==> src/rtl/fft_pkg.sv <==
// Shared types and index helpers for the radix-2 FFT read-side address sequencer.
package fft_pkg;

    localparam int LOG2_LEN_W = 4;
    localparam int FN_W       = 16;

    typedef enum logic [1:0] {
        S_IDLE = 2'd0,
        S_CALC = 2'd1,
        S_GAP  = 2'd2,
        S_OUTP = 2'd3
    } state_e;

    // Reverse the low w bits of v; bits at w and above come back as zero.
    function automatic logic [FN_W-1:0] bit_reverse(input logic [FN_W-1:0] v,
                                                    input int unsigned     w);
        logic [FN_W-1:0] r;
        r = '0;
        for (int i = 0; i < FN_W; i++) begin
            r[FN_W-1-i] = v[i];
        end
        return r >> (FN_W - w);
    endfunction

    function automatic logic [FN_W-1:0] insert_zero_bit(input logic [FN_W-1:0]       v,
                                                        input logic [LOG2_LEN_W-1:0] pos);
        logic [FN_W-1:0] low_mask;
        low_mask = (FN_W'(1) << pos) - FN_W'(1);
        return ((v & ~low_mask) << 1) | (v & low_mask);
    endfunction

endpackage

==> src/rtl/fft_rd_valid_dly.sv <==
// Delays the read strobe by the RAM read latency to mark returning read data.
module fft_rd_valid_dly
    import fft_pkg::*;
#(
    parameter int RD_LATENCY = 2
) (
    input  logic clk,
    input  logic rst_n,
    input  logic vld_i,
    output logic vld_o
);

    if (RD_LATENCY == 0) begin : g_passthru
        assign vld_o = vld_i;
    end else begin : g_shift
        logic [RD_LATENCY-1:0] sr_q;

        always_ff @(posedge clk or negedge rst_n) begin
            if (!rst_n) begin
                sr_q <= '0;
            end else begin
                sr_q <= (sr_q << 1) | RD_LATENCY'(vld_i);
            end
        end

        assign vld_o = sr_q[RD_LATENCY-1];
    end

endmodule

==> src/rtl/fft_rd_addr_gen.sv <==
// Read-side address sequencer for the in-place radix-2 FFT: butterfly operand and
// twiddle addresses per level, inter-level gaps, and an optional output read pass.
module fft_rd_addr_gen
    import fft_pkg::*;
#(
    parameter int ADDR_WIDTH = 10,
    parameter int TW_WIDTH   = ADDR_WIDTH - 1,
    parameter int LEVEL_GAP  = 2,
    parameter int RD_LATENCY = 2
) (
    input  logic                  clk,
    input  logic                  rst_n,
    input  logic                  start_i,
    input  logic [LOG2_LEN_W-1:0] log2_len_i,
    input  logic                  out_en_i,
    input  logic                  bitrev_out_i,
    input  logic                  stall_i,
    input  logic                  abort_i,
    output logic                  rd_en_o,
    output logic [ADDR_WIDTH-1:0] rd_addr_o,
    output logic [TW_WIDTH-1:0]   tw_addr_o,
    output logic                  rd_valid_o,
    output logic [LOG2_LEN_W-1:0] level_o,
    output logic                  first_level_o,
    output logic                  last_level_o,
    output logic                  out_phase_o,
    output logic                  busy_o,
    output logic                  done_o,
    output logic                  len_err_o
);

    state_e                  state_q, state_d;
    logic [ADDR_WIDTH-1:0]   rc_q, rc_d;
    logic [LOG2_LEN_W-1:0]   level_q, level_d;
    logic [LOG2_LEN_W-1:0]   len_q, len_d;
    logic [3:0]              gcnt_q, gcnt_d;
    logic                    out_en_q, out_en_d;
    logic                    bitrev_q, bitrev_d;
    logic                    pend_out_q, pend_out_d;

    logic                    rd_en_q, rd_en_d;
    logic [ADDR_WIDTH-1:0]   rd_addr_q, rd_addr_d;
    logic [TW_WIDTH-1:0]     tw_addr_q, tw_addr_d;
    logic [LOG2_LEN_W-1:0]   lvl_out_q, lvl_out_d;
    logic                    first_q, first_d;
    logic                    last_q, last_d;
    logic                    outp_q, outp_d;
    logic                    busy_q, busy_d;
    logic                    done_q, done_d;
    logic                    len_err_q, len_err_d;

    logic                    len_ok, accept, issue;
    logic                    rc_last, level_last, gap_last;
    logic [ADDR_WIDTH-1:0]   len_mask, b_idx, base, pair, bfly_addr, out_addr;
    logic [TW_WIDTH-1:0]     tw_val;

    // A new start is refused until the previous transform's tail (final read, done) has cleared.
    assign len_ok     = (log2_len_i != '0) && (int'(log2_len_i) <= ADDR_WIDTH);
    assign accept     = (state_q == S_IDLE) && start_i && !abort_i && !busy_q && !done_q;
    assign issue      = ((state_q == S_CALC) || (state_q == S_OUTP)) && !stall_i && !abort_i;
    assign len_mask   = ADDR_WIDTH'((32'd1 << len_q) - 32'd1);
    assign rc_last    = (rc_q == len_mask);
    assign level_last = (level_q == len_q - LOG2_LEN_W'(1));
    assign gap_last   = (gcnt_q == 4'(LEVEL_GAP - 1));

    assign b_idx     = rc_q >> 1;
    assign base      = ADDR_WIDTH'(insert_zero_bit(FN_W'(b_idx), level_q));
    assign pair      = base | (ADDR_WIDTH'(1) << level_q);
    assign bfly_addr = (rc_q[0] ? pair : base) & len_mask;
    assign out_addr  = bitrev_q ? ADDR_WIDTH'(bit_reverse(FN_W'(rc_q), 32'(len_q))) : rc_q;
    // Twiddle index scaled up to the full-length ROM so one table serves every N.
    assign tw_val    = TW_WIDTH'((32'(b_idx) & ((32'd1 << level_q) - 32'd1))
                                 << (TW_WIDTH - int'(level_q)));

    always_ff @(posedge clk or negedge rst_n) begin
        if (!rst_n) begin
            state_q    <= S_IDLE;
            rc_q       <= '0;
            level_q    <= '0;
            len_q      <= '0;
            gcnt_q     <= '0;
            out_en_q   <= 1'b0;
            bitrev_q   <= 1'b0;
            pend_out_q <= 1'b0;
            rd_en_q    <= 1'b0;
            rd_addr_q  <= '0;
            tw_addr_q  <= '0;
            lvl_out_q  <= '0;
            first_q    <= 1'b0;
            last_q     <= 1'b0;
            outp_q     <= 1'b0;
            busy_q     <= 1'b0;
            done_q     <= 1'b0;
            len_err_q  <= 1'b0;
        end else begin
            state_q    <= state_d;
            rc_q       <= rc_d;
            level_q    <= level_d;
            len_q      <= len_d;
            gcnt_q     <= gcnt_d;
            out_en_q   <= out_en_d;
            bitrev_q   <= bitrev_d;
            pend_out_q <= pend_out_d;
            rd_en_q    <= rd_en_d;
            rd_addr_q  <= rd_addr_d;
            tw_addr_q  <= tw_addr_d;
            lvl_out_q  <= lvl_out_d;
            first_q    <= first_d;
            last_q     <= last_d;
            outp_q     <= outp_d;
            busy_q     <= busy_d;
            done_q     <= done_d;
            len_err_q  <= len_err_d;
        end
    end

    always_comb begin
        state_d    = state_q;
        rc_d       = rc_q;
        level_d    = level_q;
        len_d      = len_q;
        gcnt_d     = gcnt_q;
        out_en_d   = out_en_q;
        bitrev_d   = bitrev_q;
        pend_out_d = pend_out_q;
        if (abort_i) begin
            state_d    = S_IDLE;
            rc_d       = '0;
            level_d    = '0;
            gcnt_d     = '0;
            pend_out_d = 1'b0;
        end else begin
            case (state_q)
                S_IDLE: begin
                    if (accept && len_ok) begin
                        state_d    = S_CALC;
                        rc_d       = '0;
                        level_d    = '0;
                        gcnt_d     = '0;
                        pend_out_d = 1'b0;
                        len_d      = log2_len_i;
                        out_en_d   = out_en_i;
                        bitrev_d   = bitrev_out_i;
                    end
                end
                S_CALC: begin
                    if (issue) begin
                        if (!rc_last) begin
                            rc_d = rc_q + ADDR_WIDTH'(1);
                        end else begin
                            rc_d = '0;
                            if (!level_last) begin
                                level_d = level_q + LOG2_LEN_W'(1);
                                state_d = (LEVEL_GAP > 0) ? S_GAP : S_CALC;
                            end else if (out_en_q) begin
                                pend_out_d = 1'b1;
                                state_d    = (LEVEL_GAP > 0) ? S_GAP : S_OUTP;
                            end else begin
                                level_d = '0;
                                state_d = S_IDLE;
                            end
                        end
                    end
                end
                S_GAP: begin
                    if (!stall_i) begin
                        if (gap_last) begin
                            gcnt_d  = '0;
                            state_d = pend_out_q ? S_OUTP : S_CALC;
                        end else begin
                            gcnt_d = gcnt_q + 4'd1;
                        end
                    end
                end
                S_OUTP: begin
                    if (issue) begin
                        if (!rc_last) begin
                            rc_d = rc_q + ADDR_WIDTH'(1);
                        end else begin
                            rc_d       = '0;
                            level_d    = '0;
                            pend_out_d = 1'b0;
                            state_d    = S_IDLE;
                        end
                    end
                end
                default: state_d = S_IDLE;
            endcase
        end
    end

    // Output registers describe the read being issued this cycle, one edge later.
    always_comb begin
        rd_en_d   = issue;
        rd_addr_d = rd_addr_q;
        tw_addr_d = tw_addr_q;
        if (abort_i) begin
            rd_addr_d = '0;
            tw_addr_d = '0;
        end else if (issue) begin
            rd_addr_d = (state_q == S_OUTP) ? (out_addr & len_mask) : bfly_addr;
            tw_addr_d = (state_q == S_OUTP) ? '0 : tw_val;
        end
        lvl_out_d = abort_i ? '0 : level_q;
        first_d   = !abort_i && (state_q == S_CALC) && (level_q == '0);
        last_d    = !abort_i && (state_q == S_CALC) && level_last;
        outp_d    = !abort_i && (state_q == S_OUTP);
        busy_d    = (state_d != S_IDLE) || issue;
        done_d    = (state_q == S_IDLE) && rd_en_q && !abort_i;
        len_err_d = accept && !len_ok;
    end

    fft_rd_valid_dly #(
        .RD_LATENCY(RD_LATENCY)
    ) u_rd_valid_dly (
        .clk   (clk),
        .rst_n (rst_n),
        .vld_i (rd_en_q),
        .vld_o (rd_valid_o)
    );

    assign rd_en_o       = rd_en_q;
    assign rd_addr_o     = rd_addr_q;
    assign tw_addr_o     = tw_addr_q;
    assign level_o       = lvl_out_q;
    assign first_level_o = first_q;
    assign last_level_o  = last_q;
    assign out_phase_o   = outp_q;
    assign busy_o        = busy_q;
    assign done_o        = done_q;
    assign len_err_o     = len_err_q;

endmodule

==> config.mk <==
export PLATFORM = sky130hd
export DESIGN_NAME = fft_rd_addr_gen
export DESIGN_NICKNAME = d
export VERILOG_FILES = /design/src/rtl/fft_pkg.sv /design/src/rtl/fft_rd_valid_dly.sv /design/src/rtl/fft_rd_addr_gen.sv
export SDC_FILE = /design/constraint.sdc
export NUM_CORES = 1
export LEC_CHECK = 0
export CAP_MARGIN = 15
export CORE_ASPECT_RATIO = 0.5
export CORE_MARGIN = 8
export CORE_UTILIZATION = 60
export CTS_CLUSTER_DIAMETER = 50
export DETAILED_ROUTE_END_ITERATION = 8
export GPL_TIMING_DRIVEN = 0
export PLACE_DENSITY = 0.9
export SLEW_MARGIN = 10
export SYNTH_ARGS = -nofsm -noshare
export SYNTH_HDL_FRONTEND = slang
export SYNTH_SLANG_ARGS = --single-unit
==> constraint.sdc <==
create_clock -name clk -period 10.29 [get_ports clk]
set_input_delay 1.5435 -clock clk [delete_from_list [all_inputs] [get_ports clk]]
set_output_delay 1.5435 -clock clk [all_outputs]
set_load 0.005 [all_outputs]
**Wiring by layer**

Bar = 50 um.
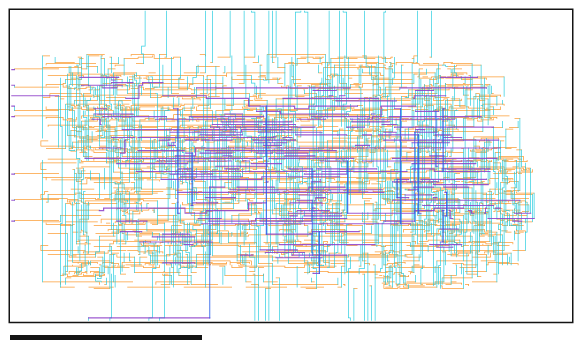
legend:
  blue:
    layer: M4
    wire_length: 275 um
  purple:
    layer: M3
    wire_length: 2180 um
  orange:
    layer: M1
    wire_length: 6950 um
  cyan:
    layer: M2
    wire_length: 6820 um
Avg WL per Cell: 20.80 um
Routed WL: 16220 um
routed via count: 5205
total global-route track usage: 27.42%

**Clock wires, drivers and flops**

Bar = 50 um.
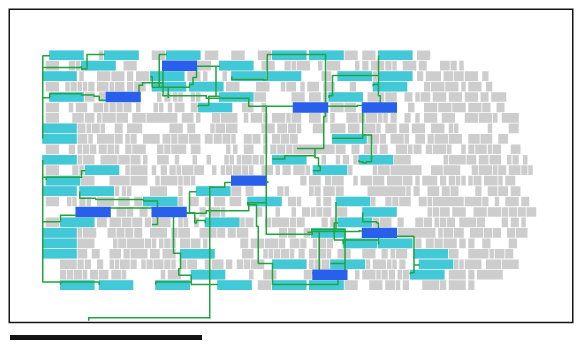
legend:
  green:
    item: clock wires
    length: 867 um
  blue:
    item: clock-net drivers
    count: 9
  cyan:
    item: flip-flops
    count: 59
routed clock nets: 10

**Ports around the boundary**

Pins as bars across the die edge, other pins in gray.
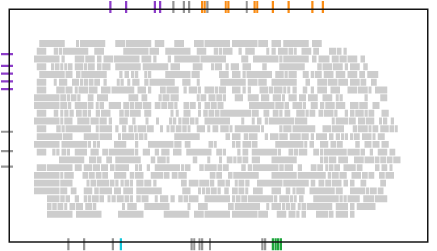
legend:
  green:
    port: log2_len_i
    pins: 4
    direction: input
    edge: bottom
  orange:
    port: rd_addr_o
    pins: 10
    direction: output
    edge: top
  purple:
    port: tw_addr_o
    pins: 9
    direction: output
    edge: 5 left, 4 top
  cyan:
    port: stall_i
    pins: 1
    direction: input
    edge: bottom

**Register map, names as in the netlist**

Other sequential cells in the stronger gray, the rest of the logic in the fainter gray.
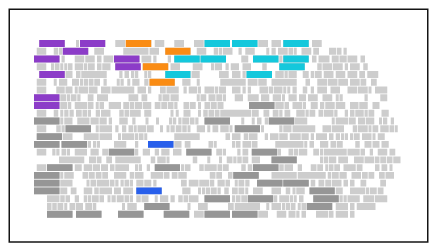
legend:
  orange:
    name_in_the_netlist: level_o
    flops: 4
  blue:
    name_in_the_netlist: state_q
    flops: 2
  cyan:
    name_in_the_netlist: rd_addr_o
    flops: 10
    where: top center
  purple:
    name_in_the_netlist: tw_addr_o
    flops: 9
    where: upper left
not colored: 34
combined flip-flop and latch cell area: 1476 um2
sequential share of cell area: 24.93%
Power Sequential: 0.283 mW
utilization of the core after routing: 72.97%

==> metal layers <==
layer	GRT usage [%]	share of wire [%]	vias to the layer above
met5	0	0	-
met4	8.053	1.7	0
met2	39.72	42	360
met3	9.479	13	37
met1	38.03	43	2441
li1	-	-	2367
==> cell families after synthesis <==
family / synth area share, %
and+or+nand+nor: 21.83
AOI/OAI and AO/OA: 25.59
buffers and inverters: 6.736
DFF: 29.01
muxes: 7.129
adders and majority gates: 5.900
xor gates and xnor gates: 3.810
==> final cells by class <==
| type | instances | share of cell area, % |
|---|---|---|
| Inverter | 34 | 2.155 |
| Timing Repair Buffer | 40 | 6.719 |
| Clock buffer | 10 | 4.035 |
| Tap cell | 112 | 2.366 |
| Buffer | 49 | 3.634 |
| Multi-Input combinational cell | 470 | 55.23 |
| Sequential cell | 59 | 24.93 |
| Clock inverter | 6 | 0.9296 |
==> critical path, delay by kind of cell (launching register included) <==
kind / cells / cell delay [ns]
and+or+nand+nor: 4 / 0.85
AOI/OAI and AO/OA: 4 / 0.94
adders and majority gates: 3 / 0.75
DFF: 1 / 0.36
buffers and inverters: 8 / 2.25
==> registers in the layout (all words and copies together), names as in the netlist, 2 cells and up <==
signal and flops:
gcnt_q 4, len_q 4, level_o 4, level_q 4, rc_q 10, rd_addr_o 10
state_q 2, tw_addr_o 9, u_rd_valid_dly.g_shift.sr_q 2
==> stage by stage <==
step	hold slack, ns	instances	utilization (%)	instance area, um2	total power, mW
after floorplan	0.3312	612	-	5090	0.8992
after global placement	0.3322	764	69.38	5630	1.082
after detailed placement	0.3547	764	69.35	5628	1.095
after CTS	0.3682	780	72.97	5922	1.398
after global routing	0.3691	780	72.97	5922	1.499
final	0.3737	780	72.97	5922	1.421
==> synthesized netlist by cell type (all sizes together) (10+ instances only) <==
master   n  area share [%]
a21oi   22             2.2
mux2i   28             5.5
o221ai  10             1.7
nand4   12             1.5
nand2   50             3.7
inv     32             2.4
buf     15             1.7
o21ai   43             4.2
dfrtp   59              29
a31oi   22             2.7
nand2b  12             1.5
nor2    44             3.2
nand3   20             2.0
xnor2   13             2.2
clkbuf  34             2.5
nor2b   10             1.2
ha      24             5.9
nor3    17             1.9
==> path summary, 6_finish.rpt <==
check	slack, ns	to	cells past startpoint	startpoint
worst min register to register	0.37	u_rd_valid_dly.g_shift.sr_q[1]$_DFF_PN0_	0	u_rd_valid_dly.g_shift.sr_q[0]$_DFF_PN0_
worst min-delay path	0.37	u_rd_valid_dly.g_shift.sr_q[1]$_DFF_PN0_	0	u_rd_valid_dly.g_shift.sr_q[0]$_DFF_PN0_
min in group asynchronous	1.28	out_en_q$_DFFE_PN0P_	1	rst_n
worst max register to register	5.04	rc_q[3]$_DFFE_PN0P_	19	len_q[0]$_DFFE_PN0P_
worst max-delay path	5.04	rc_q[3]$_DFFE_PN0P_	19	len_q[0]$_DFFE_PN0P_
max in group asynchronous	8.52	level_o[2]$_DFF_PN0_	1	rst_n
==> where the power goes <==
| part | total (mW) | internal [mW] | switching (mW) |
|---|---|---|---|
| Sequential | 0.283 | 0.258 | 0.0252 |
| Clock | 0.299 | 0.191 | 0.107 |
| Combinational | 0.839 | 0.313 | 0.526 |
==> datasheet_impl.txt <==
Table: implementation figures

Parameter                              Value

Timing
  Final setup slack of the worst path    5.041 ns
  Final-report hold violation count    0
  Setup total negative slack    0 ns
  Total count of max-transition violations in the final report    0
  Fin crit share    51.01%
  Slew margin rel.    48.06%
  Maximum clock rate    0.1905 GHz
  Minimum clock period    5.249 ns
  Largest clock skew in the final design    0.006959 ns
  Final setup violating endpoints    0
  Worst Tran Pin Value    0.7693 ns
  Unrepaired setup endpoints after global routing    false

Place
  I/O Buffers    40
  Final estimated routing congestion in global placement    1.002
  Worst-case setup slack after placement    5.225 ns
  Hpwl dp    12010 um

Power
  Leakage    2.352 nW
  VDD IR max    159.5 uV
  Power per standard cell area    239.9 nW/um2

Route
  Antenna Nets Post-Route    0
  Iteration-0 DRC count of the detailed router    790
  DRC violations left    0
  Via-per-instance ratio    6.673
  TritonRoute pass-1 iters    5

Layout
  Fraction of layout cells with a size suffix above 1    8.084%
  Antenna diode count    0
  Area of combinational cells with multiple inputs    3271 um2
  Fill cells    647
  Most numerous logic cells after layout    sky130_fd_sc_hd__dfrtp_1, sky130_fd_sc_hd__nand2_1, sky130_fd_sc_hd__nor2_1
  Most common library cell in the layout ignoring fill and taps    sky130_fd_sc_hd__dfrtp_1
  Syn-to-layout area delta    16.35%
  Post-layout nets    698

Clock network
  Clk sink count    59
  # hold bufs at CTS    0
  Clock latency on the worst-skew pair    0.34 ns
  Max clock buf depth    2
  CTS resizes    0
  Depth of the CTS H-tree    3
  Total CTS buffers    9
  TritonCTS clock tree    done
  Clock transition at the registers of the reported paths    0.05 ns
  Root cell of the clock tree    sky130_fd_sc_hd__clkbuf_16
  Total setup buffers inserted after CTS    0

Critical path
  Maximum fanout along the worst path    10
  Slowest-stage cell, CP    sky130_fd_sc_hd__buf_1
  Path type of the worst setup path    reg2reg
  Delay of the slowest cell on the worst path    0.47 ns
  Kind of launch point of the worst setup path    flop
  Most prevalent standard cell on the critical path    sky130_fd_sc_hd__ha_1
  List of cells traversed by the critical path    clkbuf_1 > buf_1 > inv_1 > ha_1 > ha_1 > buf_4 > buf_4 > nor2b_1 > inv_1 > ha_1 > clkbuf_1 > a21o_1 > a31oi_1 > a211oi_2 > nor3_1 > nand4_1 > buf_2 > nand2_1 > o21ai_0
  Arrival time at the worst endpoint    5.48 ns
  Critical Path End Type    flop
  Worst Path Required    10.52 ns

Synth
  Mapped Nets    647
  Number of enable flip-flop cells    0
  Yosys stat chip area    5090 um2
  Async set-or-reset flop fraction in the synthesized netlist    100.0%
  Number of standard cells reported by yosys    612
  Proportion of synthesized chip area in sequential cells    29.01%
  Gate count of the mapped netlist    612
  Unique cell type count in the Yosys netlist    71
  Cell area after synthesis    5090 um2
  Register bit count reported by yosys    59
  Average cell area after synthesis    8.317 um2
  Synthesis warning total    0
  Most used DFF post-synth    sky130_fd_sc_hd__dfrtp_1

Floorplanning
  Fp util    62.72%
  Count of boundary I/O pins    42
  Area of the die    11860 um2
  Std-Cell Core Area    8115 um2
  DIE WIDTH    146.3 um
  Height of the die    81.13 um
  Number of standard-cell rows in the floorplan    23

Job
  Number of maximum-capacitance constraint violations    0
  Total tool warning count    40

GRT
  Initial antenna violation count    0
  Wire length of the first global-routing pass    25700 um
  Maximum number of pins on one net before global-route repair    60
  Overflow left after global routing    0
  Vias in the first global route    4731

Hold path
  Min-Delay Path Class    reg2reg

Status
  Status    finished clean
Power is estimated from default activity; no workload was simulated.
